## src/rtl/secuenciador_melodia.sv

```systemverilog
`default_nettype none
// ============================================================================
// Module   : secuenciador_melodia
// Purpose  : Steps an external note table and drives a square-wave buzzer per
//            note, each followed by a silent articulation gap.
//            Optional macro TEMPO_AJUSTE_EN adds a tempo[1:0] speed port.
// Revision : 1.0  initial release
// ============================================================================
module secuenciador_melodia #(
    parameter int CLOCK_FREQUENCY = 12000000,
    parameter int HALF_W          = 16,
    parameter int IDX_W           = 5,
    parameter int NUM_NOTAS       = 30,
    parameter int BEAT_TICKS      = CLOCK_FREQUENCY / 8,
    parameter int GAP_TICKS       = CLOCK_FREQUENCY / 50
) (
    input  logic              clk,
    input  logic              rst_n,
    input  logic              start,
    input  logic              stop,
    input  logic              loop,
`ifdef TEMPO_AJUSTE_EN
    input  logic [1:0]        tempo,
`endif
    input  logic [HALF_W-1:0] semiperiodo,
    input  logic [2:0]        duracion,
    output logic [IDX_W-1:0]  idx,
    output logic              buzzer,
    output logic              busy,
    output logic              fin
);

    localparam int CNT_W = $clog2(7 * BEAT_TICKS + 1);

    localparam logic [2:0] c_IDLE = 3'd0;
    localparam logic [2:0] c_LOAD = 3'd1;
    localparam logic [2:0] c_TONE = 3'd2;
    localparam logic [2:0] c_GAP  = 3'd3;
    localparam logic [2:0] c_DONE = 3'd4;

    localparam logic [IDX_W-1:0] c_LAST_IDX = IDX_W'(NUM_NOTAS - 1);
    localparam logic [CNT_W-1:0] c_CNT_ONE  = CNT_W'(1);
    localparam logic [CNT_W-1:0] c_GAP_LOAD = CNT_W'(GAP_TICKS);

    logic [2:0]        r_state;
    logic [2:0]        w_state_nxt;

    logic [IDX_W-1:0]  r_idx,    w_idx_nxt;
    logic              r_buzzer, w_buzzer_nxt;
    logic              r_busy,   w_busy_nxt;
    logic              r_fin,    w_fin_nxt;
    logic [CNT_W-1:0]  r_cnt,    w_cnt_nxt;
    logic [HALF_W-1:0] r_half,   w_half_nxt;
    logic [HALF_W-1:0] r_hcnt,   w_hcnt_nxt;

    logic [2:0]        w_dur;
    logic [CNT_W-1:0]  w_unit;
    logic [CNT_W-1:0]  w_tone_load;
    logic              w_sentinel;
    logic              w_cnt_last;

    assign w_dur      = (duracion == 3'd0) ? 3'd1 : duracion;
`ifdef TEMPO_AJUSTE_EN
    assign w_unit     = CNT_W'(BEAT_TICKS) >> tempo;
`else
    assign w_unit     = CNT_W'(BEAT_TICKS);
`endif
    // The gap is carved out of the note so that LOAD + tone + gap = 1 + d*unit.
    assign w_tone_load = (CNT_W'(w_dur) * w_unit) - c_GAP_LOAD;
    assign w_sentinel  = (semiperiodo == '0);
    assign w_cnt_last  = (r_cnt == c_CNT_ONE);

    always_ff @(posedge clk or negedge rst_n) begin
        if (!rst_n) begin
            r_state <= c_IDLE;
        end else begin
            r_state <= w_state_nxt;
        end
    end

    always_comb begin
        w_state_nxt = r_state;
        if (stop) begin
            w_state_nxt = c_IDLE;
        end else begin
            case (r_state)
                c_IDLE: if (start) w_state_nxt = c_LOAD;
                c_LOAD: begin
                    if (w_sentinel) w_state_nxt = loop ? c_LOAD : c_DONE;
                    else            w_state_nxt = c_TONE;
                end
                c_TONE: if (w_cnt_last) w_state_nxt = c_GAP;
                c_GAP: begin
                    if (w_cnt_last) begin
                        if (r_idx == c_LAST_IDX && !loop) w_state_nxt = c_DONE;
                        else                              w_state_nxt = c_LOAD;
                    end
                end
                c_DONE:  w_state_nxt = c_IDLE;
                default: w_state_nxt = c_IDLE;
            endcase
        end
    end

    always_comb begin
        w_idx_nxt    = r_idx;
        w_buzzer_nxt = r_buzzer;
        w_cnt_nxt    = r_cnt;
        w_half_nxt   = r_half;
        w_hcnt_nxt   = r_hcnt;
        if (stop) begin
            w_idx_nxt    = '0;
            w_buzzer_nxt = 1'b0;
            w_cnt_nxt    = '0;
            w_hcnt_nxt   = '0;
        end else begin
            case (r_state)
                c_IDLE: if (start) w_idx_nxt = '0;
                c_LOAD: begin
                    w_half_nxt = semiperiodo;
                    if (w_sentinel) begin
                        w_idx_nxt = '0;
                    end else begin
                        w_cnt_nxt    = w_tone_load;
                        w_hcnt_nxt   = '0;
                        w_buzzer_nxt = 1'b0;
                    end
                end
                c_TONE: begin
                    if (w_cnt_last) begin
                        w_buzzer_nxt = 1'b0;
                        w_cnt_nxt    = c_GAP_LOAD;
                        w_hcnt_nxt   = '0;
                    end else begin
                        w_cnt_nxt = r_cnt - c_CNT_ONE;
                        if (r_hcnt == r_half - HALF_W'(1)) begin
                            w_hcnt_nxt   = '0;
                            w_buzzer_nxt = ~r_buzzer;
                        end else begin
                            w_hcnt_nxt = r_hcnt + HALF_W'(1);
                        end
                    end
                end
                c_GAP: begin
                    w_buzzer_nxt = 1'b0;
                    if (w_cnt_last) begin
                        w_cnt_nxt = '0;
                        w_idx_nxt = (r_idx == c_LAST_IDX) ? '0 : r_idx + IDX_W'(1);
                    end else begin
                        w_cnt_nxt = r_cnt - c_CNT_ONE;
                    end
                end
                c_DONE:  w_idx_nxt = '0;
                default: w_idx_nxt = '0;
            endcase
        end
        w_busy_nxt = (w_state_nxt == c_LOAD) || (w_state_nxt == c_TONE) ||
                     (w_state_nxt == c_GAP);
        w_fin_nxt  = (w_state_nxt == c_DONE);
    end

    always_ff @(posedge clk or negedge rst_n) begin
        if (!rst_n) begin
            r_idx    <= '0;
            r_buzzer <= 1'b0;
            r_busy   <= 1'b0;
            r_fin    <= 1'b0;
            r_cnt    <= '0;
            r_half   <= '0;
            r_hcnt   <= '0;
        end else begin
            r_idx    <= w_idx_nxt;
            r_buzzer <= w_buzzer_nxt;
            r_busy   <= w_busy_nxt;
            r_fin    <= w_fin_nxt;
            r_cnt    <= w_cnt_nxt;
            r_half   <= w_half_nxt;
            r_hcnt   <= w_hcnt_nxt;
        end
    end

    assign idx    = r_idx;
    assign buzzer = r_buzzer;
    assign busy   = r_busy;
    assign fin    = r_fin;

endmodule
`default_nettype wire

```

## config.mk

```make
export PLATFORM = sky130hd
export DESIGN_NAME = secuenciador_melodia
export DESIGN_NICKNAME = d
export VERILOG_FILES = /design/src/rtl/secuenciador_melodia.sv
export SDC_FILE = /design/constraint.sdc
export NUM_CORES = 1
export LEC_CHECK = 0
export CAP_MARGIN = 5
export CORE_AREA = 4 4 123 78
export CTS_BUF_LIST = sky130_fd_sc_hd__clkbuf_16
export DETAILED_ROUTE_END_ITERATION = 8
export DIE_AREA = 0 0 127 82
export GPL_TIMING_DRIVEN = 0
export PLACE_DENSITY = 0.76
export SETUP_SLACK_MARGIN = 0.2
export SLEW_MARGIN = 20
export SYNTH_ARGS = -nofsm -noshare
export SYNTH_HDL_FRONTEND = slang
export SYNTH_SLANG_ARGS = --single-unit
```

## constraint.sdc

```tcl
create_clock -name clk -period 4.5 [get_ports clk]
set_input_delay 1.125 -clock clk [delete_from_list [all_inputs] [get_ports clk]]
set_output_delay 1.125 -clock clk [all_outputs]
set_load 0.02 [all_outputs]
```

==> Slide: Implementation Results, run 1 <==
Synthesis and Place & Route Summary

Final layout
  – P&R area growth vs syn: 16.3%

Synth
  – Cell Type Count: 69
  – Synthesized net count: 642
  – Yosys reg bits: 67
  – Post-synthesis sequential area ratio: 33.5%
  – Post-synthesis area per instance: 8.29 sq um
  – EDFF count, synth: 0
  – Yosys Instances: 604
  – Post-synth top area cell: dfrtp_1

Global routing
  – Met2 Use GR: 39.1%
  – Vias in the first global route: 4546
  – Busiest layer in global routing: met1

Die
  – Chip area: 10400 sq um
  – Die span in y: 82 um
  – Num rows: 26
  – Core Util at FP: 59.7%

Setup path
  – Critical path's largest stage delay: 910 ps
  – Max stage delay cell, worst path: nor4_1
  – Worst path cell trace: clkdlybuf4s50_1, nor4_1, a41o_1, mux2i_1, a21oi_1, nand4b_1, nor2_1, xnor2_1, nor2_1
  – Number of buffers and inverters on the critical path: 1
  – Worst path arrival time: 4370 ps
  – CP Capture Type: flop
  – Reg2reg start: r_half[0]
  – Worst R2R Setup Slack: 1160 ps
  – Reg2reg path depth: 11

CTS
  – CTS buffer count: 9
  – CTS clk-pin slew, worst paths: 50 ps
  – Latency at later pin: 330 ps
  – Clock buffer depth: 2
  – TritonCTS clock tree: yes
  – CTS Hold Bufs: 0

Power and ir drop
  – Worst vdd ir: 0.000241 V
  – Pwr Density: 380 nW/um^2
  – Lkg Pwr: 2.32 nW

Run status
  – Status: complete, no violations

Placed design
  – Pre-CTS setup slack: -849 ps

Drt
  – DR WL met3: 1.84 mm
  – Met1 wire length: 6.77 mm
  – Vias per cell: 6.49

Hold path
  – Hold endpoint: buzzer
  – Launch point of the worst hold path: buzzer

Timing
  – Final Setup Violations: 0
  – Fin worst setup slack: 352 ps
[run 1: registers in the layout (all words and copies together) (netlist names)]
name and count:
busy 1, buzzer 1, fin 1, idx 5, r_cnt 24, r_half 16, r_hcnt 16, r_state 3
[run 1: stage by stage]
step	instance area, sq um	utilization, %
after detailed placement	5460	65.1
after global placement	5440	64.8
after floorplan	5010	-
after global routing	5820	69.4
after CTS	5770	68.8
final	5820	69.4
[run 1: cells by family (layout without fill, tap and decap cells)]
kind of cell             count (synthesis)  after routing  share of synthesized area [%]
AND/OR/NAND/NOR                        253            253                           26.2
AND-OR/OR-AND                          149            149                           19.8
flip-flops                              67             67                           33.5
buffers and inverters                   54            100                           4.25
XOR/XNOR                                50             50                           8.75
multiplexers                            17             17                           3.72
adder cells (fa/ha/maj)                 14             14                           3.80
[run 1: worst max path at each step]
stage / to / slack, ps / cells after the start
2_1_floorplan: r_cnt[14] / 410 / 12
3_3_place_gp: r_cnt[18] / -860 / 15
3_5_place_dp: r_cnt[18] / -850 / 15
4_1_cts: r_cnt[14] / 190 / 13
5_1_grt: r_cnt[20] / 190 / 16
6_report: r_hcnt[12] / 350 / 9
[run 1: power breakdown]
part	switching, mW	internal (mW)
Combinational	0.455	0.310
Sequential	0.101	0.677
Clock	0.251	0.416
[run 1: worst reg2reg max path, cell delays in order (launching register included)]
cell and delay, ps:
dfrtp_1 410, inv_1 90, ha_1 250, or4b_1 480, a21o_1 170, a2111oi_0 580, o2111ai_2 270, a211oi_2 350
a31oi_4 200, nor2_4 190, buf_6 170, nor2_1 70
[run 1: cell type report]
class / instances / area [sq um]
multi-input combinational: 483 / 3190
buffer: 31 / 133
clock inverter: 6 / 50.0
tap: 112 / 140
fill: 688 / 2570
inverter: 23 / 86.3
clock buffer: 9 / 225
timing repair buffer: 31 / 323
sequential: 67 / 1680
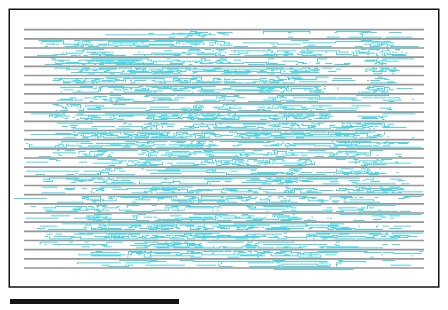
Figure 1: run 1, M1 wires.
The bar under the picture is 50 um long. Supply wires on this layer in gray.
wire length on this layer: 6770 um
longest straight run: 42.3 um
routed wire length: 14.4 mm
met1 usage: 43.3%
via count: 4945

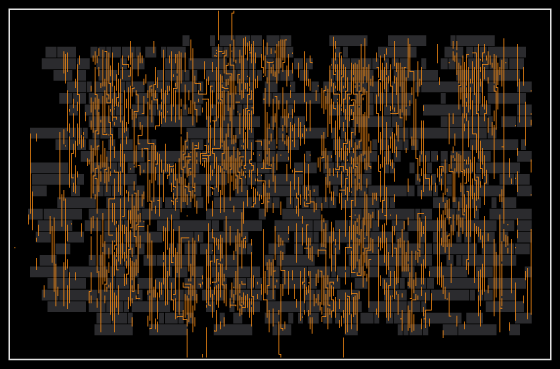
Figure 2: run 1, metal 2.
Cells faint in the background.
wire length on this layer: 5630 um
main direction: vertical

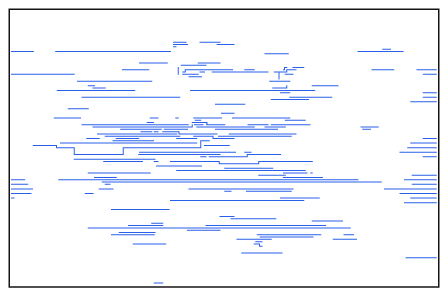
Figure 3: run 1, met3 routing.
share of all routed wire: 13%
wire length on this layer: 1840 um
longest straight run: 88.8 um
nets with wire on the layer: 125
main direction: horizontal

## Run 2: what changed since run 1
CORE_AREA = 4 4 119 75   (was 4 4 123 78)
DIE_AREA = 0 0 123 79   (was 0 0 127 82)
PLACE_DENSITY = 0.81   (was 0.76)
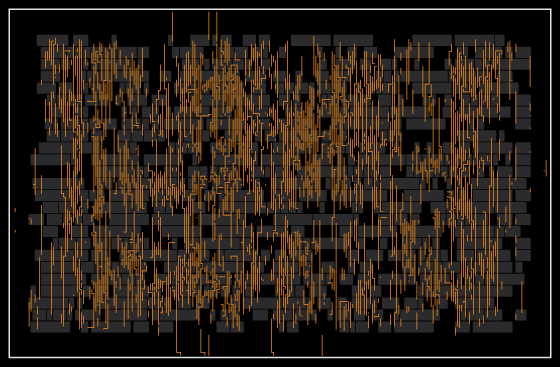
Figure 4: run 2, metal 2.
Cells faint in the background.
share of all routed wire: 40%
longest straight run: 27.2 um
routed wire length: 14.4 mm
met2 Use GR: 42.2%
via count: 4972

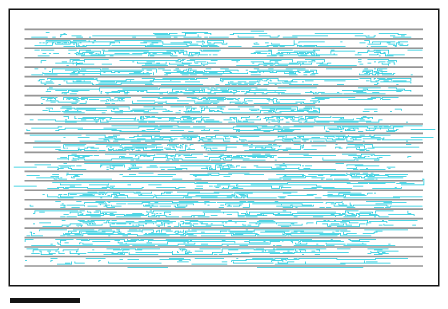
Figure 5: run 2, M1 wires.
The bar under the picture is 20 um long. Supply wires on this layer in gray.
wire length on this layer: 6780 um
longest straight run: 41.9 um
main direction: horizontal
share of all routed wire: 47%

==> Slide: Implementation Results, run 2 <==
Synthesis and Place & Route Summary

Synth
  – Basic Gates by Area: 26.2% (unchanged)
  – Synthesized net count: 642 (unchanged)
  – Yosys reg bits: 67 (unchanged)
  – Xor and xnor fraction of the mapped netlist area: 8.75% (unchanged)
  – Dominant cell area share: 33.5%
  – Post-synth top area cell: dfrtp_1
  – Multiplexer share: 3.72% (unchanged)
  – Post-synthesis cell area: 5010 sq um
  – Compound-Gate Fraction of Synth Area: 19.8% (unchanged)
  – Cell Type Count: 69 (unchanged)
  – Post-synthesis sequential area ratio: 33.5% (unchanged)
  – Dominant comb cell: simple AND/OR/NAND/NOR gates
  – Synthesized-area fraction occupied by adder cells: 3.80% (unchanged)
  – EDFF count, synth: 0 (unchanged)
  – Post-synthesis area per instance: 8.29 sq um (unchanged)
  – Area reported by Yosys stat: 5010 sq um
  – Main area contributors: dfrtp_1 (33%), xnor2_1 (5.6%), nor2_1 (5.2%)
  – Dominant flop cell: dfrtp_1
  – Yosys Instances: 604 (unchanged)
  – Synth Instances: 604

Hold path
  – Hold Crit Class: reg2reg

Drt
  – Vias per cell: 6.57 (+1.2%)
  – Drt drc: 0
  – Drt first pass iters: 6
  – Antenna viol nets, final: 0
  – DR iter-0 viols: 785
  – Post-DR wirelength/cell: 19.1 um

Final layout
  – Top cells excl fill/tap: nor2_1 (68), dfrtp_1 (67), nand2_1 (49)
  – Dominant logic cell type in the layout: nor2_1
  – Largest regs: r_cnt (24), r_half (16), r_hcnt (16)
  – Most flop-heavy register: r_cnt
  – Final Cell Area: 5820 sq um (about the same)
  – P&R area growth vs syn: 16.2% (about the same)
  – Ant diodes: 0
  – Share of cells above drive strength 1: 9.40%
  – Max FFs per register: 24 (unchanged)
  – Nets: 683
  – Final cell count without fillers: 757
  – Final core occ: 74.7% (+5.3 points)

Setup path
  – CP delay by family, top: simple AND/OR/NAND/NOR gates
  – CP required: 4710 ps
  – Crit-path most repeated cell: nor2_1
  – Critical path's largest stage delay: 800 ps (-110 ps)
  – Worst path arrival time: 4280 ps (-90 ps)
  – Crit path max fanout: 10
  – Worst Setup Path Type: in2reg
  – Number of buffers and inverters on the critical path: 1 (unchanged)
  – Crit start category: input pin
  – CP Capture Type: flop
  – Worst path cell trace: clkdlybuf4s50_1, nor4_1, a41o_1, mux2i_1, a21oi_1, nor2_1, nand4_1, xor2_1, nor2_1
  – Max stage delay cell, worst path: nor4_1

Timing
  – Final Setup Violations: 0 (unchanged)
  – Setup tns final: 0 ps
  – Pins over their slew limit: 0
  – Worst slew pin tran: 912 ps
  – Max transition margin: 38.6%
  – Hold Fails Final Rpt: 0
  – Unrepaired setup endpoints after global routing: no
  – Fin worst setup slack: 435 ps (+82.9 ps)
  – Fmax achieved: 246 MHz
  – Hold_ws: 499 ps
  – Tmin final: 4070 ps
  – Period utilization: 90.3%
  – Clock Skew: 6.98 ps

Run status
  – Status: complete, no violations

Power and ir drop
  – Worst vdd ir: 0.000291 V (+20%)
  – Pwr Density: 391 nW/um^2 (+3.1%)
  – Lkg Pwr: 2.33 nW (+0.40%)
  – Power, Total: 2.28 mW

Die
  – Die span in y: 79 um (-3.7%)
  – Chip area: 9720 sq um (-6.7%)
  – I/O Pins: 32
  – Num rows: 25 (-3.8%)
  – Core Util at FP: 64.3% (+4.6 points)
  – Core Region: 7790 sq um

CTS
  – Clock buffer depth: 2 (unchanged)
  – CTS buffer count: 9 (unchanged)
  – Latency at later pin: 330 ps (about the same)
  – CTS clk-pin slew, worst paths: 50 ps (about the same)
  – CTS Hold Bufs: 0 (unchanged)
  – TritonCTS clock tree: yes
  – Root Buffer: clkbuf_16

Placed design
  – Port Buffers: 29
  – Pre-CTS setup slack: -857 ps (-7.86 ps)
  – DP Area: 5450 sq um (-0.23%)

Global routing
  – Total congestion overflow: 0
  – Global-route wire length before repair: 23.7 mm
  – Vias in the first global route: 4692 (+3.2%)

Run
  – Tool warnings: 28
run 2: cell counts after synthesis:
Identical to the previous run, type by type.
run 2: path summary, 6_finish.rpt:
kind / cells after the start / from / slack (ps) / to
max: 9 / semiperiodo[10] / 430 / r_hcnt[7]
min: 1 / buzzer / 500 / buzzer
max reg2reg: 11 / r_half[0] / 1290 / r_hcnt[7]
min reg2reg: 1 / buzzer / 500 / buzzer
max in group asynchronous: 2 / rst_n / 3240 / r_cnt[17]
min in group asynchronous: 1 / rst_n / 710 / r_half[4]
run 2: where the power goes:
| group | total, mW | internal, mW | leakage [nW] | switching [mW] |
|---|---|---|---|---|
| logic | 0.764 | 0.306 | 1.29 | 0.458 |
| registers | 0.778 | 0.677 | 0.891 | 0.101 |
| clock network | 0.736 | 0.478 | 0.149 | 0.258 |
| total | 2.28 | 1.46 | 2.33 | 0.817 |
run 2: layout make-up:
type | instances | area (sq um)
fillers | 574 | 1970
repair buffers | 30 | 310
multi-input cells | 483 | 3170
clock inverters | 6 | 81.3
inverters | 23 | 86.3
flip-flops and latches | 67 | 1680
plain buffers | 31 | 135
clock buffers | 9 | 225
well taps | 108 | 135
run 2: what timing repair did:
item / CTS / global route
endpoints found under the setup margin: 10 / 9
gates resized: 14 / 7
pin swaps: 1 / 1
run 2: worst register-to-register path, cell delays in order, from the launching register on:
cell	delay, ps
dfrtp_1	420
inv_1	100
ha_1	250
or4b_1	480
a21o_1	170
a2111oi_0	500
o2111ai_2	250
a211oi_2	320
a31oi_4	190
nor2_4	180
buf_6	170
nor2_1	70
run 2: routing by layer:
metal	vias up	part of all wire (%)	wire, um	track usage (%)
li1	2300	-	-	-
met4	0	0.98	142	5.86
met5	-	0	0	2.84
met1	2365	47	6780	47.8
met3	28	12	1800	10.5
met2	279	40	5720	42.2
## Run 3: what changed since run 2
PLACE_DENSITY = 0.85   (was 0.81)
RECOVER_POWER = 25   (was not set)
TNS_END_PERCENT = 50   (was not set)
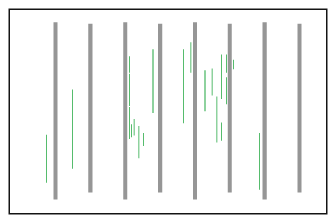
Figure 6: run 3, met4 routing.
Supply wires on this layer in gray.
nets with wire on the layer: 19
longest straight run: 30.6 um

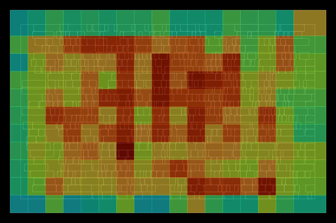
Figure 7: run 3, routing congestion.
busiest layer in global routing: met1
met3 Use GR: 12.0%

==> Slide: Implementation Results, run 3 <==
Synthesis and Place & Route Summary

Hold path
  – Hold Crit Class: reg2reg
  – WHS Path Cells: 2 (+1)
  – Hold endpoint: r_cnt[18]
  – Launch point of the worst hold path: r_cnt[18]

Final layout
  – Comb. cell area: 3210 sq um (+1.2%)
  – Top cells excl fill/tap: nor2_1 (68), dfrtp_1 (67), nand2_1 (48)
  – Sequential Area: 1680 sq um (unchanged)
  – Layout filler cell count: 563 (-1.9%)
  – Dominant logic cell type in the layout: nor2_1
  – Share of cells above drive strength 1: 10.7% (+1.3 points)
  – Nets: 685 (+0.29%)
  – Most flop-heavy register: r_cnt
  – Final cell count without fillers: 760 (+0.40%)
  – Largest regs: r_cnt (24), r_half (16), r_hcnt (16)

Global routing
  – Total congestion overflow: 0 (unchanged)
  – Vias in the first global route: 4668 (-0.51%)
  – Global-route wire length before repair: 24.2 mm (+2.1%)

Synth
  – Synth Instances: 604 (unchanged)
  – Dominant comb cell: simple AND/OR/NAND/NOR gates
  – Post-synthesis area per instance: 8.29 sq um (unchanged)
  – Xor and xnor fraction of the mapped netlist area: 8.75% (unchanged)
  – Dominant flop cell: dfrtp_1
  – Post-synth top area cell: dfrtp_1
  – Yosys Instances: 604 (unchanged)
  – Main area contributors: dfrtp_1 (33%), xnor2_1 (5.6%), nor2_1 (5.2%)
  – Basic Gates by Area: 26.2% (unchanged)
  – Compound-Gate Fraction of Synth Area: 19.8% (unchanged)
  – Post-synthesis cell area: 5010 sq um (unchanged)
  – Cell Type Count: 69 (unchanged)
  – Synthesized net count: 642 (unchanged)

Setup path
  – Number of buffers and inverters on the critical path: 1 (unchanged)
  – CP required: 4720 ps (about the same)
  – Reg2reg start: r_half[0]
  – Crit start category: input pin
  – Crit-path most repeated cell: nor2_1
  – Reg2reg path depth: 11 (unchanged)
  – Crit path max fanout: 10 (unchanged)
  – Worst path cell trace: clkdlybuf4s50_1, nor4_1, a41o_1, mux2i_1, a21oi_1, nor2_1, nand3_1, xor2_1, nor2_1
  – Critical path's largest stage delay: 860 ps (+60 ps)
  – CP delay by family, top: simple AND/OR/NAND/NOR gates

CTS
  – Root Buffer: clkbuf_16
  – TritonCTS clock tree: yes
  – CTS Hold Bufs: 0 (unchanged)
  – CTS clk-pin slew, worst paths: 60 ps (about the same)
  – Clock buffer depth: 2 (unchanged)
  – Post-CTS Resized: 12 (-2)
  – Latency at later pin: 340 ps (about the same)

Die
  – Num rows: 25 (unchanged)
  – Chip area: 9720 sq um (unchanged)
  – Core Region: 7790 sq um (unchanged)
  – Die span in y: 79 um (unchanged)
  – I/O Pins: 32 (unchanged)

Power and ir drop
  – Pwr Density: 420 nW/um^2 (+7.4%)
  – Worst vdd ir: 0.000342 V (+18%)
  – Reg power frac: 31.0% (-3.2 points)
  – Clock power share: 37.3% (+5.0 points)

Run status
  – Status: finished with violations
  – Failing checks: capacitance limit, slew limit

Timing
  – Hold_ws: 539 ps (+40.5 ps)
  – Pins over their slew limit: 46 (+46)
  – Worst slew pin tran: 2110 ps (+1190 ps)
  – Fmax achieved: 242 MHz (-1.8%)
  – Setup tns final: 0 ps (unchanged)
  – Tmin final: 4140 ps (+75.7 ps)
  – Max transition margin: -40.5% (-79 points)

Drt
  – Vias per cell: 6.72 (+2.3%)
  – Drt first pass iters: 5 (-1)
  – Routed wire length: 15.1 mm (+4.2%)
  – Post-DR wirelength/cell: 19.8 um (+3.8%)
  – Via count: 5109 (+2.8%)

Run
  – Max-Cap Viols: 1
  – Tool warnings: 29 (+3.6%)

Placed design
  – Port Buffers: 29 (unchanged)
run 3: cell counts after synthesis:
No cell type changed its count.
run 3: layer usage:
layer  track usage, %  wire length, um  up-vias
li1                 -                -     2295
met1             47.1             6740     2439
met2             43.5             6200      329
met3             12.0             1840       46
met4             7.62              281        0
met5                0                0        -
run 3: power groups by stage:
| stage | combinational (mW) | sequential (mW) | clock [mW] |
|---|---|---|---|
| after floorplan | 0.546 | 0.751 | 0 |
| after global placement | 0.702 | 0.771 | 0 |
| after detailed placement | 0.736 | 0.777 | 0 |
| after CTS | 0.754 | 0.766 | 0.927 |
| after global routing | 0.857 | 0.783 | 0.959 |
| final | 0.792 | 0.773 | 0.931 |
run 3: worst max-delay path by stage:
stage               depth (start not counted)   endpoint             from  slack (ps)
floorplan                                  12  r_cnt[14]      duracion[2]         410
detailed placement                         15  r_cnt[18]      duracion[2]        -780
CTS                                        14  r_cnt[18]      duracion[2]         180
finish                                      9  r_hcnt[9]  semiperiodo[13]         360
global route                               15  r_cnt[18]      duracion[2]         180
global placement                           15  r_cnt[18]      duracion[2]        -790
run 3: cell type report:
cell class	count	area share, %
Clock inverter	7	2.74
Tap cell	108	2.28
Timing Repair Buffer	32	5.25
Inverter	23	1.45
Multi-Input combinational cell	483	54.0
Clock buffer	9	3.79
Sequential cell	67	28.2
Buffer	31	2.23
run 3: cells by family (layout without fill, tap and decap cells):
logic type / after synthesis / in the layout
AOI/OAI and AO/OA: 149 / 149
buffers and inverters: 54 / 102
and+or+nand+nor: 253 / 253
muxes: 17 / 17
xor gates and xnor gates: 50 / 50
DFF: 67 / 67
adders and majority gates: 14 / 14
Power figures rest on the tool's default switching activity, not on a simulated workload.
